<file path="config.mk">
export PLATFORM = sky130hd
export DESIGN_NAME = tetris_board_renderer
export DESIGN_NICKNAME = d
export VERILOG_FILES = /design/src/rtl/tetris_board_renderer.sv
export SDC_FILE = /design/constraint.sdc
export NUM_CORES = 2
export LEC_CHECK = 0
export CORE_MARGIN = 4
export CORE_UTILIZATION = 50
export DETAILED_ROUTE_END_ITERATION = 10
export PLACE_DENSITY = 0.75
export SYNTH_ARGS = -nofsm -noshare
export SYNTH_HDL_FRONTEND = slang
export SYNTH_SLANG_ARGS = --single-unit
</file>
<file path="constraint.sdc">
create_clock -name clk -period 4.5 [get_ports clk]
set_input_delay 0.9 -clock clk [delete_from_list [all_inputs] [get_ports clk]]
set_output_delay 0.9 -clock clk [all_outputs]
set_load 0.02 [all_outputs]
</file>
<file path="src/rtl/tetris_board_renderer.sv">
// Pixel-colour source for the Tetris board: double-buffered 10x20 cell store and
// a two-stage pixel pipeline that keeps R/G/B co-aligned with the delayed syncs.
module tetris_board_renderer #(
    parameter int H_ACTIVE = 640,
    parameter int V_ACTIVE = 480,
    parameter int BOARD_X0 = 240,
    parameter int BOARD_Y0 = 80,
    parameter int BORDER   = 4
) (
    input  logic       clk,
    input  logic       rst_n,
    input  logic [9:0] pixel_x,
    input  logic [8:0] pixel_y,
    input  logic       video_on,
    input  logic       hs_in,
    input  logic       vs_in,
    input  logic       wr_valid,
    output logic       wr_ready,
    input  logic [3:0] wr_col,
    input  logic [4:0] wr_row,
    input  logic [2:0] wr_color,
    input  logic       commit,
    output logic       commit_pending,
    output logic       frame_swapped,
    output logic       R,
    output logic       G,
    output logic       B,
    output logic       hs_out,
    output logic       vs_out
);

    localparam logic [9:0] LP_HACT = 10'(H_ACTIVE);
    localparam logic [8:0] LP_VBLY = 9'(V_ACTIVE);
    localparam logic [9:0] LP_BX0  = 10'(BOARD_X0);
    localparam logic [9:0] LP_BY0  = 10'(BOARD_Y0);
    localparam logic [9:0] LP_BX1  = 10'(BOARD_X0 + 160);
    localparam logic [9:0] LP_BY1  = 10'(BOARD_Y0 + 320);
    localparam logic [9:0] LP_OX0  = 10'(BOARD_X0 - BORDER);
    localparam logic [9:0] LP_OY0  = 10'(BOARD_Y0 - BORDER);
    localparam logic [9:0] LP_OX1  = 10'(BOARD_X0 + 160 + BORDER);
    localparam logic [9:0] LP_OY1  = 10'(BOARD_Y0 + 320 + BORDER);

    logic [2:0] r_back  [20][10];
    logic [2:0] r_front [20][10];
    logic       r_pending;
    logic       r_swapped;

    logic       w_vblank_start;
    logic       w_swap;
    logic       w_wr_fire;
    logic       w_wr_in_range;

    assign w_vblank_start = (pixel_y == LP_VBLY) && (pixel_x == 10'd0);
    assign w_swap         = w_vblank_start && r_pending;
    assign w_wr_fire      = wr_valid && !r_pending;
    assign w_wr_in_range  = (wr_col <= 4'd9) && (wr_row <= 5'd19);

    always_ff @(posedge clk or negedge rst_n) begin
        if (!rst_n) begin
            for (int r = 0; r < 20; r++) begin
                for (int c = 0; c < 10; c++) begin
                    r_back[r][c]  <= 3'd0;
                    r_front[r][c] <= 3'd0;
                end
            end
        end else begin
            // Back buffer is retained after the copy so the game can edit incrementally.
            if (w_swap)
                r_front <= r_back;
            if (w_wr_fire && w_wr_in_range)
                r_back[wr_row][wr_col] <= wr_color;
        end
    end

    always_ff @(posedge clk or negedge rst_n) begin
        if (!rst_n) begin
            r_pending <= 1'b0;
            r_swapped <= 1'b0;
        end else begin
            r_swapped <= w_swap;
            if (w_swap)
                r_pending <= 1'b0;
            else if (commit)
                r_pending <= 1'b1;
        end
    end

    assign wr_ready       = !r_pending;
    assign commit_pending = r_pending;
    assign frame_swapped  = r_swapped;

    logic [9:0] w_x;
    logic [9:0] w_y;
    logic       w_vld;
    logic       w_in_board;
    logic       w_in_outer;
    logic [7:0] w_dx;
    logic [8:0] w_dy;

    assign w_x        = pixel_x;
    assign w_y        = {1'b0, pixel_y};
    assign w_vld      = video_on && (w_x < LP_HACT);
    assign w_in_board = w_vld && (w_x >= LP_BX0) && (w_x < LP_BX1)
                              && (w_y >= LP_BY0) && (w_y < LP_BY1);
    assign w_in_outer = w_vld && (w_x >= LP_OX0) && (w_x < LP_OX1)
                              && (w_y >= LP_OY0) && (w_y < LP_OY1);
    assign w_dx       = w_in_board ? 8'(w_x - LP_BX0) : 8'd0;
    assign w_dy       = w_in_board ? 9'(w_y - LP_BY0) : 9'd0;

    // Stage 1: region classification, cell address and gap flag
    logic       r_vld_p1;
    logic       r_in_board_p1;
    logic       r_in_border_p1;
    logic [3:0] r_col_p1;
    logic [4:0] r_row_p1;
    logic       r_gap_p1;
    logic       r_hs_p1;
    logic       r_vs_p1;

    always_ff @(posedge clk or negedge rst_n) begin
        if (!rst_n) begin
            r_vld_p1       <= 1'b0;
            r_in_board_p1  <= 1'b0;
            r_in_border_p1 <= 1'b0;
            r_col_p1       <= 4'd0;
            r_row_p1       <= 5'd0;
            r_gap_p1       <= 1'b0;
            r_hs_p1        <= 1'b1;
            r_vs_p1        <= 1'b1;
        end else begin
            r_vld_p1       <= w_vld;
            r_in_board_p1  <= w_in_board;
            r_in_border_p1 <= w_in_outer && !w_in_board;
            r_col_p1       <= w_dx[7:4];
            r_row_p1       <= w_dy[8:4];
            r_gap_p1       <= (&w_dx[3:0]) || (&w_dy[3:0]);
            r_hs_p1        <= hs_in;
            r_vs_p1        <= vs_in;
        end
    end

    logic [2:0] w_cell;
    logic [2:0] w_rgb;

    assign w_cell = r_front[r_row_p1][r_col_p1];

    always_comb begin
        w_rgb = 3'b000;
        if (r_vld_p1) begin
            if (r_in_board_p1 && !r_gap_p1)
                w_rgb = w_cell;
            else if (r_in_border_p1)
                w_rgb = 3'b111;
        end
    end

    // Stage 2: registered colour and syncs
    logic [2:0] r_rgb_p2;
    logic       r_hs_p2;
    logic       r_vs_p2;

    always_ff @(posedge clk or negedge rst_n) begin
        if (!rst_n) begin
            r_rgb_p2 <= 3'b000;
            r_hs_p2  <= 1'b1;
            r_vs_p2  <= 1'b1;
        end else begin
            r_rgb_p2 <= w_rgb;
            r_hs_p2  <= r_hs_p1;
            r_vs_p2  <= r_vs_p1;
        end
    end

    assign R      = r_rgb_p2[2];
    assign G      = r_rgb_p2[1];
    assign B      = r_rgb_p2[0];
    assign hs_out = r_hs_p2;
    assign vs_out = r_vs_p2;

endmodule

</file>
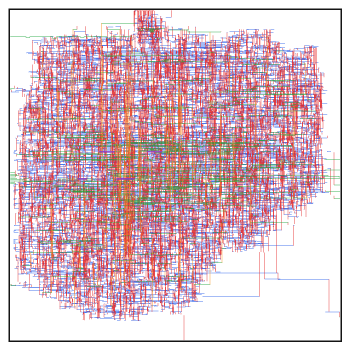
(images/metal_stack.png)
(1 px per um)
Red shows met2, wire length 59.8 mm. Orange shows met4, wire length 5100 um. Blue shows met1, wire length 54.0 mm. Green shows met3, wire length 9670 um. Purple shows met5, wire length 51.5 um.

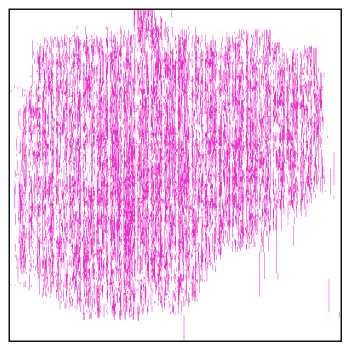
(images/met2.png)
(1 px per um)
The layer carries 59.8 mm of wire. The layer holds 47% of the routed length. The wires run mostly vertical. 3937 nets have wire on it.

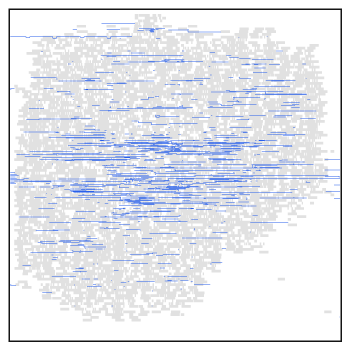
(images/met3.png)
(1 px per um) Cells faint in the background.
The layer holds 7.5% of the routed length. The wires run mostly horizontal. The longest straight run is 171 um. 359 nets have wire on it. The layer carries 9670 um of wire.

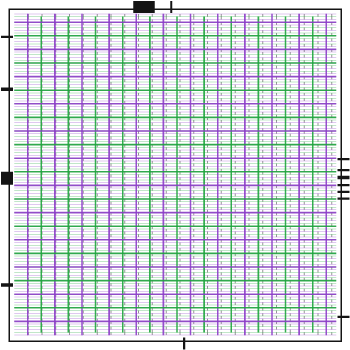
(images/pdn.png)
(1 px per um) Pins as bars on the die edge. Tap cells in grey.
Purple shows VSS. Green shows VDD.
The core has 118 rows. 1380 tap cells. 46 signal pins sit on the boundary. 23 straps on met4.

==> results_slide.txt <==
Flow Results at a Glance

Clocking
  – Clock latency on the worst-skew pair: just over 0.7 ns
  – Post-CTS Setup Repair Bufs: 0

Setup path
  – Worst path bufs/invs: 0
  – Reg2reg end: r_rgb_p2[0]
  – Worst path most repeated cell: a211oi_1
  – Worst path slowest cell: dfrtp_4
  – Crit-path max cell delay: roughly 0.85 ns

Synth
  – Synth flops: between 1k and 1.5k
  – Syn avg cell area: about 11 um2
  – EDFF count, synth: 0

Timing
  – Setup TNS: 0 ns
  – Fmax: approximately 280 MHz

Cells and area
  – Layout Cells excl Fill: between 6k and 7k
  – Largest registers: r_back: 600 flops, r_front: 600 flops, r_row_p1: 5 flops
  – Most numerous logic cells after layout: nand2_1, dfrtp_1, mux2_2
  – Signal buffers share of area: 0.0282

Status
  – Status: complete, no violations

Floorplanning
  – Ports: between 40 and 50
  – DIE HEIGHT: 330 um

Placement
  – I/O Buffers: 45
  – Placed Cells incl. Taps: 5889
[cell usage after synthesis, types with 6 or more instances]
cell type | instances | area [um2]
nand3_1 | 20 | 100
a32oi_1 | 7 | 61.3
buf_2 | 79 | 395
nor2_1 | 174 | 653
a31oi_1 | 7 | 43.8
a221oi_1 | 6 | 52.6
nand2b_1 | 11 | 68.8
or2_2 | 6 | 37.5
nor2_2 | 17 | 106
a211oi_1 | 10 | 75.1
or3_1 | 7 | 43.8
a21oi_1 | 14 | 70.1
mux2i_1 | 54 | 541
dfrtp_1 | 1218 | 30500
nor3_1 | 10 | 50.1
mux2_2 | 610 | 6870
clkbuf_1 | 171 | 642
nor2b_1 | 11 | 68.8
o21ai_0 | 15 | 75.1
ha_1 | 9 | 113
buf_4 | 13 | 97.6
mux4_2 | 128 | 2880
inv_1 | 13 | 48.8
buf_6 | 9 | 101
nand4_1 | 11 | 68.8
nand2_1 | 1917 | 7200
[cell families (layout without fill, tap and decap cells)]
family | count (synthesis) | count (layout) | share of synthesized area
multiplexers | 801 | 801 | 0.202
buffers and inverters | 295 | 379 | 0.0272
flip-flops | 1222 | 1222 | 0.588
AND-OR/OR-AND | 103 | 103 | 0.0143
AND/OR/NAND/NOR | 2210 | 2210 | 0.165
adder cells (fa/ha/maj) | 9 | 9 | 0.00217
XOR/XNOR | 5 | 5 | 0.000843
[metal layers]
metal	GRT usage	routed length, um	up-vias
met5	0	51	-
li1	-	-	15325
met4	0.0903	5100	8
met2	0.369	59800	1212
met1	0.333	54000	17911
met3	0.0493	9670	295
[power by group]
group          internal, W  total, W  switching (W)
Clock              0.00615    0.0105        0.00432
Sequential          0.0110    0.0110      0.0000164
Combinational     0.000135  0.000626       0.000490
Total               0.0173    0.0221        0.00482
